### config.mk
export PLATFORM = sky130hd
export DESIGN_NAME = oddr_serializer
export DESIGN_NICKNAME = d
export VERILOG_FILES = /design/src/rtl/oddr_serializer.sv
export SDC_FILE = /design/constraint.sdc
export NUM_CORES = 1
export LEC_CHECK = 0
export CORE_MARGIN = 4
export CORE_UTILIZATION = 47
export CTS_CLUSTER_SIZE = 30
export DETAILED_ROUTE_END_ITERATION = 10
export PLACE_DENSITY_LB_ADDON = 0.12
export RECOVER_POWER = 25
export SETUP_SLACK_MARGIN = 0.1
export SLEW_MARGIN = 20
export SYNTH_ARGS = -nofsm -noshare
export SYNTH_HDL_FRONTEND = slang
export SYNTH_SLANG_ARGS = --single-unit
### constraint.sdc
create_clock -name C -period 2 [get_ports C]
set_clock_uncertainty 0.15 [all_clocks]
set_input_delay 0.2 -clock C [delete_from_list [all_inputs] [get_ports C]]
set_output_delay 0.2 -clock C [all_outputs]
set_load 0.05 [all_outputs]
### src/rtl/oddr_serializer.sv
// Multi-lane DDR output serializer.
// One parallel word per lane is accepted through a single-entry HOLD buffer and
// moved into a per-lane shift register. Two bits per lane per clock are then sent
// on Q: the first bit of each pair while the internal clock is high, and the second
// bit while it is low. Q is the XOR of a rising-edge flop and a falling-edge flop,
// so no multiplexer ever sits on the clock path.
//
// Handshake: S_DATA is transferred on an internal rising edge when S_VALID and
// S_READY are both high. S_READY depends only on registered state and RST_N, never
// on S_VALID. A source must hold S_VALID and S_DATA stable until the transfer.
module oddr_serializer #(
  parameter int LANES         = 4,
  parameter int SER_RATIO     = 4,
  parameter bit LSB_FIRST     = 1'b1,
  parameter bit IS_C_INVERTED = 1'b0,
  parameter bit SRVAL         = 1'b0,
  parameter bit IDLE_VAL      = 1'b0
) (
  input  logic                       C,
  input  logic                       RST_N,
  input  logic [LANES*SER_RATIO-1:0] S_DATA,
  input  logic                       S_VALID,
  output logic                       S_READY,
  output logic [LANES-1:0]           Q,
  output logic                       BUSY,
  output logic                       UNDERRUN
);

  localparam int W    = LANES * SER_RATIO;
  localparam int HALF = SER_RATIO / 2;
  localparam int CW   = $clog2(HALF + 1);
  localparam logic [CW-1:0] CNT_LOAD = CW'(HALF);
  localparam logic [CW-1:0] CNT_ONE  = CW'(1);

  generate
    if ((SER_RATIO < 2) || (SER_RATIO > 8) || ((SER_RATIO % 2) != 0) ||
        (LANES < 1) || (LANES > 32)) begin : g_bad_param
      $error("oddr_serializer: SER_RATIO must be even in 2..8 and LANES in 1..32");
    end
  endgenerate

  // All edges used below are edges of the possibly inverted clock.
  logic clk_int;
  assign clk_int = C ^ IS_C_INVERTED;

  logic [W-1:0]     hold_q;
  logic             hold_v;
  logic [W-1:0]     sh_q;
  logic             sh_v;
  logic [CW-1:0]    cnt;
  logic [LANES-1:0] rise_q;
  logic [LANES-1:0] fall_q;
  logic [LANES-1:0] out_d2;
  logic             out_data;
  logic             underrun_q;

  logic             load;
  logic             accept;
  logic [W-1:0]     sh_next;
  logic [LANES-1:0] pair_d1;
  logic [LANES-1:0] pair_d2;
  logic [LANES-1:0] next_d1;
  logic [LANES-1:0] next_d2;

  // The shifter takes the held word when empty or when its last pair leaves now.
  assign load    = hold_v & (!sh_v | (cnt == CNT_ONE));
  assign S_READY = RST_N & (!hold_v | load);
  assign accept  = S_VALID & S_READY;

  // Per lane: pick the pair at the send end and shift the lane word by two bits.
  generate
    for (genvar l = 0; l < LANES; l++) begin : g_lane
      logic [SER_RATIO-1:0] lane_w;
      assign lane_w = sh_q[l*SER_RATIO +: SER_RATIO];
      if (LSB_FIRST) begin : g_lsb
        assign pair_d1[l] = lane_w[0];
        assign pair_d2[l] = lane_w[1];
        assign sh_next[l*SER_RATIO +: SER_RATIO] = lane_w >> 2;
      end else begin : g_msb
        assign pair_d1[l] = lane_w[SER_RATIO-1];
        assign pair_d2[l] = lane_w[SER_RATIO-2];
        assign sh_next[l*SER_RATIO +: SER_RATIO] = lane_w << 2;
      end
    end
  endgenerate

  assign next_d1 = sh_v ? pair_d1 : {LANES{IDLE_VAL}};
  assign next_d2 = sh_v ? pair_d2 : {LANES{IDLE_VAL}};

  // HOLD buffer and SHIFT stage: accept, load, shift and pair counting.
  always_ff @(posedge clk_int) begin
    if (!RST_N) begin
      hold_v <= 1'b0;
      sh_v   <= 1'b0;
      cnt    <= '0;
    end else begin
      if (accept) begin
        hold_q <= S_DATA;
        hold_v <= 1'b1;
      end else if (load) begin
        hold_v <= 1'b0;
      end
      if (load) begin
        sh_q <= hold_q;
        cnt  <= CNT_LOAD;
        sh_v <= 1'b1;
      end else if (sh_v) begin
        sh_q <= sh_next;
        if (cnt == CNT_ONE) begin
          sh_v <= 1'b0;
          cnt  <= '0;
        end else begin
          cnt <= cnt - CNT_ONE;
        end
      end
    end
  end

  // OUT stage: rising flop is pre-XORed with the falling flop so Q shows D1 at once.
  always_ff @(posedge clk_int) begin
    if (!RST_N) begin
      rise_q     <= {LANES{SRVAL}} ^ fall_q;
      out_d2     <= {LANES{SRVAL}};
      out_data   <= 1'b0;
      underrun_q <= 1'b0;
    end else begin
      rise_q     <= next_d1 ^ fall_q;
      out_d2     <= next_d2;
      out_data   <= sh_v;
      underrun_q <= sh_v & (cnt == CNT_ONE) & !load;
    end
  end

  // Falling flop flips Q from D1 to D2 for the low half of the clock.
  always_ff @(negedge clk_int) begin
    fall_q <= out_d2 ^ rise_q;
  end

  assign Q        = rise_q ^ fall_q;
  assign BUSY     = hold_v | sh_v | out_data;
  assign UNDERRUN = underrun_q;

endmodule

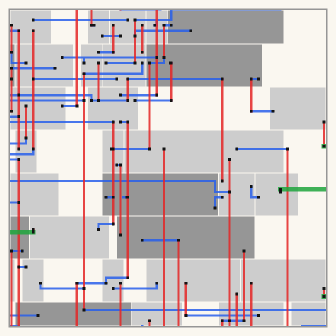
Figure 1: a small window of the routed layout.
Region (42, 42) to (62, 62) um. Cells in gray, sequential cells in the stronger gray; small squares are vias.
layer	color
metal 2	red
metal 3	green
metal 1	blue
sequential cells in the window	5
most frequent	dfxtp_1 (4), inv_1 (3)
cells with their middle in the window	28

==> results.ini <==
[worst_hold_path]
hold_path_depth=1

[final_layout]
finalInstanceArea_um2=2430
clock_area_frac=0.0391
multi_input_comb_cells=54
inv_count=2
diodes=0
most-common-layout-cells=32 x edfxtp_1, 17 x dlygate4sd3_1, 13 x dfxtp_1
lay_top_count=edfxtp_1
fillCellCount=268
flop_area_um2=1340
buffers=34

[logic_synthesis]
ys_area_um2=1800
synthMostInstantiatedCell=edfxtp_1
ys_cells=113
yosysUniqueCellTypes=24
top_cells_by_area=edfxtp_1 53%, dfxtp_1 20%, xor2_1 3.9%, mux2_2 3.8%, and2_1 3.5%
synth_flops=50
yosys_warnings=0
async_flop_share=0
postSynthSeqShare=0.735
ff_type=edfxtp_1
syn_inst=113

[placement]
dp_cells=189
place_area_um2=2310
gp_congestion=0.661

[final_timing]
setup_violations=4
fin_ws_ns=-0.386
timing.setup.tns_ns=-1.52
worstMarginPinSlew_ns=0.491
holdWs_ns=0.337
final-hold-violation-count=0

[worst_setup_path]
startpoint=fall_q[1]
endpoint_kind=primary output
path_cells=xor2_4 -> buf_12
crit_buf_inv=1
r2r_setup_slack_ns=0.10
crit_family=flip-flops
r2r_cells=2
worstPathMaxFanout=2

[floorplan]
fp_util=0.487
ios=26

[route]
met3WireLength_um=163
dr.first_iter.drc_count=36
drc_errors=0
finalWirelength_um=2520

[run]
drv_cap=0
warning_count=33

[clocking]
postCtsSetupRepairBufs=0
clkTransAtPathRegs_ns=0.08
cts_tree=done
root_buffer=clkbuf_8
numCtsBuffers=5
htree_levels=2
postCtsHoldBufs=0

[grt]
grt_max_degree=17
grt-busiest-layer=met2
grt_pass1_vias=941
use_met1=0.129
overflow=0

[power_and_ir_drop]
power.total_uw=3140
powerDensity_nw_per_um2=1290

[outcome]
violations=setup timing
outcome=finished, violations left

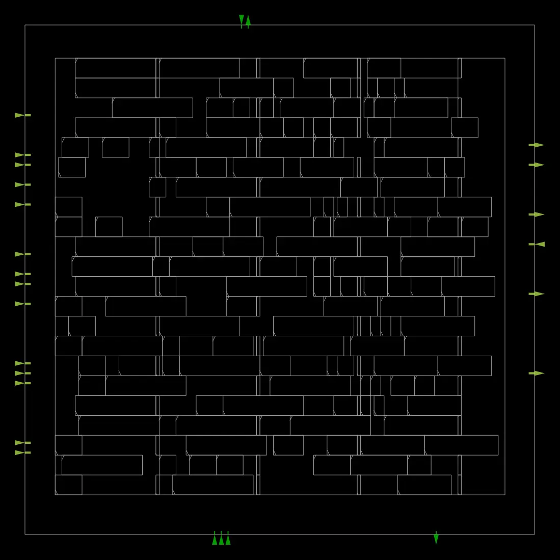
Figure 2: cell placement.
sequential cell area share: 0.549
core footprint: 3690 um2
FP Rows: 22
num tapcells: 48
final non-filler cell total: 200

-- cells by family after synthesis --
| family | count (synthesis) | synth area share |
|---|---|---|
| AND-OR/OR-AND | 5 | 0.0188 |
| AND/OR/NAND/NOR | 27 | 0.0891 |
| buffers and inverters | 9 | 0.0313 |
| adder cells (fa/ha/maj) | 1 | 0.00696 |
| multiplexers | 9 | 0.0599 |
| XOR/XNOR | 12 | 0.0585 |
| flip-flops | 50 | 0.735 |
-- sequential cells by signal, summed over array words and instances, names as in the netlist --
register	cells
rise_q	4
sh_q	16
hold_q	16
out_d2	4
out_data	1
sh_v	1
fall_q	4
UNDERRUN	1
hold_v	1
cnt	2
-- power breakdown --
group / switching [uW] / internal, uW / total [uW]
logic: 517 / 631 / 1150
clock network: 320 / 249 / 569
registers: 162 / 1270 / 1430
No activity file was given, so power comes from the tool's default toggle rates.
